<file path="src/rtl/lc3b_types.sv">
// Shared LC-3b types: word/line widths plus the L2 arbiter state and port encodings.
package lc3b_types;

    typedef logic [15:0]  lc3b_word;
    typedef logic [127:0] lc3b_line;

    typedef enum logic [1:0] {
        ARB_IDLE    = 2'b00,
        ARB_SERVE   = 2'b01,
        ARB_RESPOND = 2'b10
    } l2_arb_state_t;

    typedef enum logic {
        ARB_PORT_I = 1'b0,
        ARB_PORT_D = 1'b1
    } l2_arb_port_t;

    localparam lc3b_word LINE_ADDR_MASK = 16'hFFF0;

    // Round-robin pick: on a tie the port that did not win last time gets the grant.
    function automatic l2_arb_port_t rr_pick(input logic i_req, input logic d_req,
                                             input l2_arb_port_t last_grant);
        l2_arb_port_t pick;
        if (i_req && d_req) begin
            pick = (last_grant == ARB_PORT_I) ? ARB_PORT_D : ARB_PORT_I;
        end else if (d_req) begin
            pick = ARB_PORT_D;
        end else begin
            pick = ARB_PORT_I;
        end
        return pick;
    endfunction

endpackage

</file>
<file path="src/rtl/mux2.sv">
// Generic two-input multiplexer: o_f = i_sel ? i_b : i_a.
module mux2 #(
    parameter int WIDTH = 16
) (
    input  logic             i_sel,
    input  logic [WIDTH-1:0] i_a,
    input  logic [WIDTH-1:0] i_b,
    output logic [WIDTH-1:0] o_f
);

    assign o_f = i_sel ? i_b : i_a;

endmodule

</file>
<file path="src/rtl/register.sv">
// Load-enabled register with asynchronous active-high clear.
module register #(
    parameter int WIDTH = 16
) (
    input  logic             clk,
    input  logic             reset,
    input  logic             i_load,
    input  logic [WIDTH-1:0] i_d,
    output logic [WIDTH-1:0] o_q
);

    logic [WIDTH-1:0] r_q;

    // Storage element: cleared by reset, captures i_d when loaded.
    always_ff @(posedge clk or posedge reset) begin
        if (reset) begin
            r_q <= {WIDTH{1'b0}};
        end else if (i_load) begin
            r_q <= i_d;
        end
    end

    assign o_q = r_q;

endmodule

</file>
<file path="src/rtl/l2_arbiter.sv">
// Round-robin arbiter between the L1 I-cache and D-cache toward the L2; one
// outstanding line transaction at a time, with all outputs decoded from registers.
module l2_arbiter
    import lc3b_types::*;
(
    input  logic     clk,
    input  logic     reset,
    input  logic     i_read,
    input  lc3b_word i_address,
    output lc3b_line i_rdata,
    output logic     i_resp,
    input  logic     d_read,
    input  logic     d_write,
    input  lc3b_word d_address,
    input  lc3b_line d_wdata,
    output lc3b_line d_rdata,
    output logic     d_resp,
    output logic     cache_read,
    output logic     cache_write,
    output lc3b_word cache_address,
    output lc3b_line cache_wdata,
    input  lc3b_line cache_rdata,
    input  logic     cache_resp
);

    l2_arb_state_t r_state;
    l2_arb_state_t w_next_state;
    l2_arb_port_t  r_owner;
    l2_arb_port_t  r_last_grant;
    l2_arb_port_t  w_grant;
    logic          r_is_write;
    logic          w_req_write;
    logic          w_i_req;
    logic          w_d_req;
    logic          w_sel_d;
    logic          w_load_req;
    logic          w_load_resp;
    lc3b_word      w_sel_addr;
    lc3b_word      r_addr;
    lc3b_line      w_sel_wdata;
    lc3b_line      r_wdata;
    lc3b_line      r_rdata;

    assign w_i_req = i_read;
    assign w_d_req = d_read | d_write;
    assign w_sel_d = (w_grant == ARB_PORT_D);

    // Grant selection; a D-side read+write conflict resolves to the write.
    always_comb begin
        w_grant     = rr_pick(w_i_req, w_d_req, r_last_grant);
        w_req_write = 1'b0;
        if (w_grant == ARB_PORT_D) begin
            w_req_write = d_write;
        end else begin
            w_req_write = 1'b0;
        end
    end

    mux2 #(.WIDTH(16)) u_addr_mux (
        .i_sel (w_sel_d),
        .i_a   (i_address),
        .i_b   (d_address),
        .o_f   (w_sel_addr)
    );

    mux2 #(.WIDTH(128)) u_wdata_mux (
        .i_sel (w_sel_d),
        .i_a   (128'h0),
        .i_b   (d_wdata),
        .o_f   (w_sel_wdata)
    );

    register #(.WIDTH(16)) u_addr_reg (
        .clk    (clk),
        .reset  (reset),
        .i_load (w_load_req),
        .i_d    (w_sel_addr & LINE_ADDR_MASK),
        .o_q    (r_addr)
    );

    register #(.WIDTH(128)) u_wdata_reg (
        .clk    (clk),
        .reset  (reset),
        .i_load (w_load_req),
        .i_d    (w_sel_wdata),
        .o_q    (r_wdata)
    );

    register #(.WIDTH(128)) u_rdata_reg (
        .clk    (clk),
        .reset  (reset),
        .i_load (w_load_resp),
        .i_d    (cache_rdata),
        .o_q    (r_rdata)
    );

    // FSM state, transaction owner/op and round-robin history.
    always_ff @(posedge clk or posedge reset) begin
        if (reset) begin
            r_state      <= ARB_IDLE;
            r_owner      <= ARB_PORT_I;
            r_last_grant <= ARB_PORT_I;
            r_is_write   <= 1'b0;
        end else begin
            r_state <= w_next_state;
            if (w_load_req) begin
                r_owner    <= w_grant;
                r_is_write <= w_req_write;
            end
            if (r_state == ARB_RESPOND) begin
                r_last_grant <= r_owner;
            end
        end
    end

    // Next-state and register-load decode; cache_resp only matters in SERVE.
    always_comb begin
        w_next_state = r_state;
        w_load_req   = 1'b0;
        w_load_resp  = 1'b0;
        case (r_state)
            ARB_IDLE: begin
                if (w_i_req || w_d_req) begin
                    w_load_req   = 1'b1;
                    w_next_state = ARB_SERVE;
                end else begin
                    w_next_state = ARB_IDLE;
                end
            end
            ARB_SERVE: begin
                if (cache_resp) begin
                    w_load_resp  = 1'b1;
                    w_next_state = ARB_RESPOND;
                end else begin
                    w_next_state = ARB_SERVE;
                end
            end
            ARB_RESPOND: w_next_state = ARB_IDLE;
            default:     w_next_state = ARB_IDLE;
        endcase
    end

    assign cache_read    = (r_state == ARB_SERVE) && !r_is_write;
    assign cache_write   = (r_state == ARB_SERVE) &&  r_is_write;
    assign cache_address = r_addr;
    assign cache_wdata   = r_wdata;
    assign i_resp        = (r_state == ARB_RESPOND) && (r_owner == ARB_PORT_I);
    assign d_resp        = (r_state == ARB_RESPOND) && (r_owner == ARB_PORT_D);
    assign i_rdata       = r_rdata;
    assign d_rdata       = r_rdata;

endmodule

</file>
<file path="config.mk">
export PLATFORM = sky130hd
export DESIGN_NAME = l2_arbiter
export DESIGN_NICKNAME = d
export VERILOG_FILES = /design/src/rtl/lc3b_types.sv /design/src/rtl/mux2.sv /design/src/rtl/register.sv /design/src/rtl/l2_arbiter.sv
export SDC_FILE = /design/constraint.sdc
export NUM_CORES = 1
export LEC_CHECK = 0
export ABC_CLOCK_PERIOD_IN_PS = 23800
export CAP_MARGIN = 40
export CORE_AREA = 2 2 269 271
export DETAILED_ROUTE_END_ITERATION = 16
export DIE_AREA = 0 0 271 273
export PLACE_DENSITY = 0.46
export SETUP_SLACK_MARGIN = 0.05
export SYNTH_ARGS = -nofsm -noshare
export SYNTH_HDL_FRONTEND = slang
export SYNTH_SLANG_ARGS = --single-unit
</file>
<file path="constraint.sdc">
create_clock -name clk -period 23.8 [get_ports clk]
set_input_delay 7.14 -clock clk [delete_from_list [all_inputs] [get_ports clk]]
set_output_delay 7.14 -clock clk [all_outputs]
set_load 0.02 [all_outputs]
</file>
==> results.json <==
{
  "fp-row-count": 98,
  "synth-edff-count": 0,
  "io_pins": 698,
  "critPathLaunchType": "flip-flop",
  "synthesis.area_sq_um": 11000,
  "wl_um": 38500,
  "top_area_cell": "dfrtp_1",
  "min_period_ps": 9120,
  "synthTopCellsByCount": "dfrtp_1, buf_4, a22o_1",
  "warnings": 34,
  "place_area_sq_um": 18100,
  "layout-drive-gt1-share_pct": 15.2,
  "path_class": "reg -> out",
  "fp.dieH_um": 273,
  "clock.fmax_ghz": 0.110,
  "diodes": 0,
  "clk_latency_ps": 540,
  "outcome": "finished, final reports clean",
  "core-area_sq_um": 71000,
  "rsz0062_at_grt": "false",
  "worst_slew_pin_slew_ps": 883,
  "gp_congestion": 0.769,
  "post-route-cell-area_sq_um": 19200,
  "die-area_sq_um": 74000,
  "cts_max_path_buffers": 3,
  "dpl.hpwl_um": 28900,
  "async_flop_share_pct": 100,
  "ys_seq_share_pct": 61.9,
  "slew_violations": 0,
  "ys_ff": 273,
  "grt_overflow": 0,
  "crit_path_max_incr_delay_ps": 660,
  "grt_usage_pct": 9.83,
  "cts_inserted_buffers": 35
}
==> state kept, by name (all words and copies together) (netlist names) <==
signal           flops
u_rdata_reg.o_q    128
u_wdata_reg.o_q    128
u_addr_reg.o_q      12
r_state              2
r_is_write           1
r_last_grant         1
r_owner              1
==> report_power, final <==
group	leakage, nW	internal (mW)	total [mW]	switching [mW]
registers	3.33	0.690	0.861	0.171
clock network	0.540	0.294	0.503	0.210
logic	3.90	0.812	1.58	0.766
==> per-stage QoR <==
stage	std cells	setup WS, ps	hold slack [ps]	total power [mW]	util, %
floorplan	751	9140	471	1.75	-
global placement	2221	13800	485	2.45	25.3
detailed placement	2226	14220	490	2.47	25.5
CTS	2288	14610	508	3.00	27.0
global route	2288	14550	514	3.09	27.0
finish	2288	14680	501	2.94	27.0
==> cells in the final DEF (no fill, tap or decap) <==
| master | count |
|---|---|
| and2_4 | 1 |
| o21ai_0 | 1 |
| and2_1 | 1 |
| clkbuf_8 | 7 |
| nor2_1 | 4 |
| clkbuf_16 | 35 |
| mux2_1 | 24 |
| inv_6 | 3 |
| nand2b_1 | 2 |
| conb_1 | 4 |
| a21o_1 | 2 |
| buf_6 | 1 |
| dfrtp_1 | 273 |
| nor2b_1 | 1 |
| clkbuf_1 | 8 |
| nor3_4 | 1 |
| inv_8 | 1 |
| clkinv_4 | 1 |
| a22o_1 | 129 |
| o31ai_4 | 1 |
| mux2_2 | 128 |
| buf_16 | 4 |
| inv_1 | 1 |
| buf_4 | 11 |
| clkinv_2 | 8 |
| o2bb2ai_2 | 1 |
| clkdlybuf4s50_1 | 685 |
==> final timing paths <==
path	end	slack [ps]
worst min register to register	u_wdata_reg.o_q[120]	500
worst max register to register	u_wdata_reg.o_q[39]	21540
min in group asynchronous	u_rdata_reg.o_q[74]	7140
worst max-delay path	d_resp	14680
worst min-delay path	u_wdata_reg.o_q[120]	500
max in group asynchronous	u_wdata_reg.o_q[25]	14930
==> critical path, delay by kind of cell, from the launching register on <==
| family | cells | cell delay [ps] |
|---|---|---|
| buf+inv | 1 | 660 |
| flops | 1 | 430 |
| simple gates | 2 | 360 |
==> cells by family (layout without fill, tap and decap cells) <==
group	after synthesis	after routing
compound gates	134	134
other cells	1	4
flops	273	273
buf+inv	178	765
simple gates	10	10
mux	152	152
==> metal layers <==
| layer | global-route usage (%) | up-vias | wire length, um |
|---|---|---|---|
| met4 | 2.63 | 4 | 765 |
| met1 | 10.8 | 4006 | 14300 |
| li1 | - | 3677 | - |
| met3 | 3.75 | 55 | 3390 |
| met2 | 17.7 | 394 | 20000 |
| met5 | 0 | - | 27 |
==> cell type report <==
cell class                      instances  area [sq um]
Clock buffer                           50          1000
Clock inverter                         12          75.1
Fill cell                            7258         51800
Inverter                                2          15.0
Multi-Input combinational cell        300          2980
Sequential cell                       273          6830
Tap cell                              950          1190
Timing Repair Buffer                  701          7060
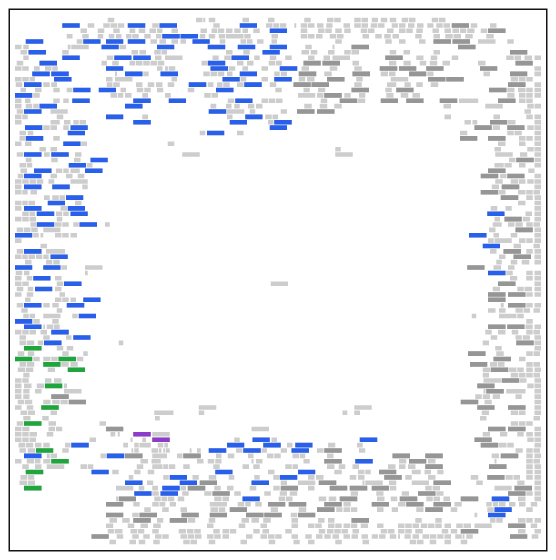
*Register map, names as in the netlist*
color	name in the netlist	flops
purple	`r_state`	2
blue	`u_wdata_reg.o_q`	128
green	`u_addr_reg.o_q`	12
not colored	131
final core utilization: 27.0%
Seq/total area: 35.7%

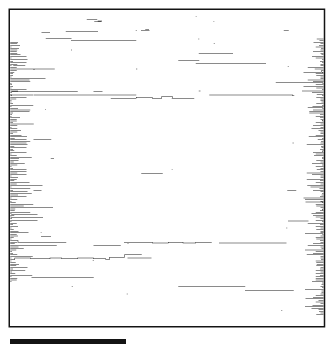
*Signal wires on met3*
Scale bar: 100 um.
wire length on this layer	3390 um
main direction	horizontal
nets with wire on the layer	343

No activity file was given, so power comes from the tool's default toggle rates.
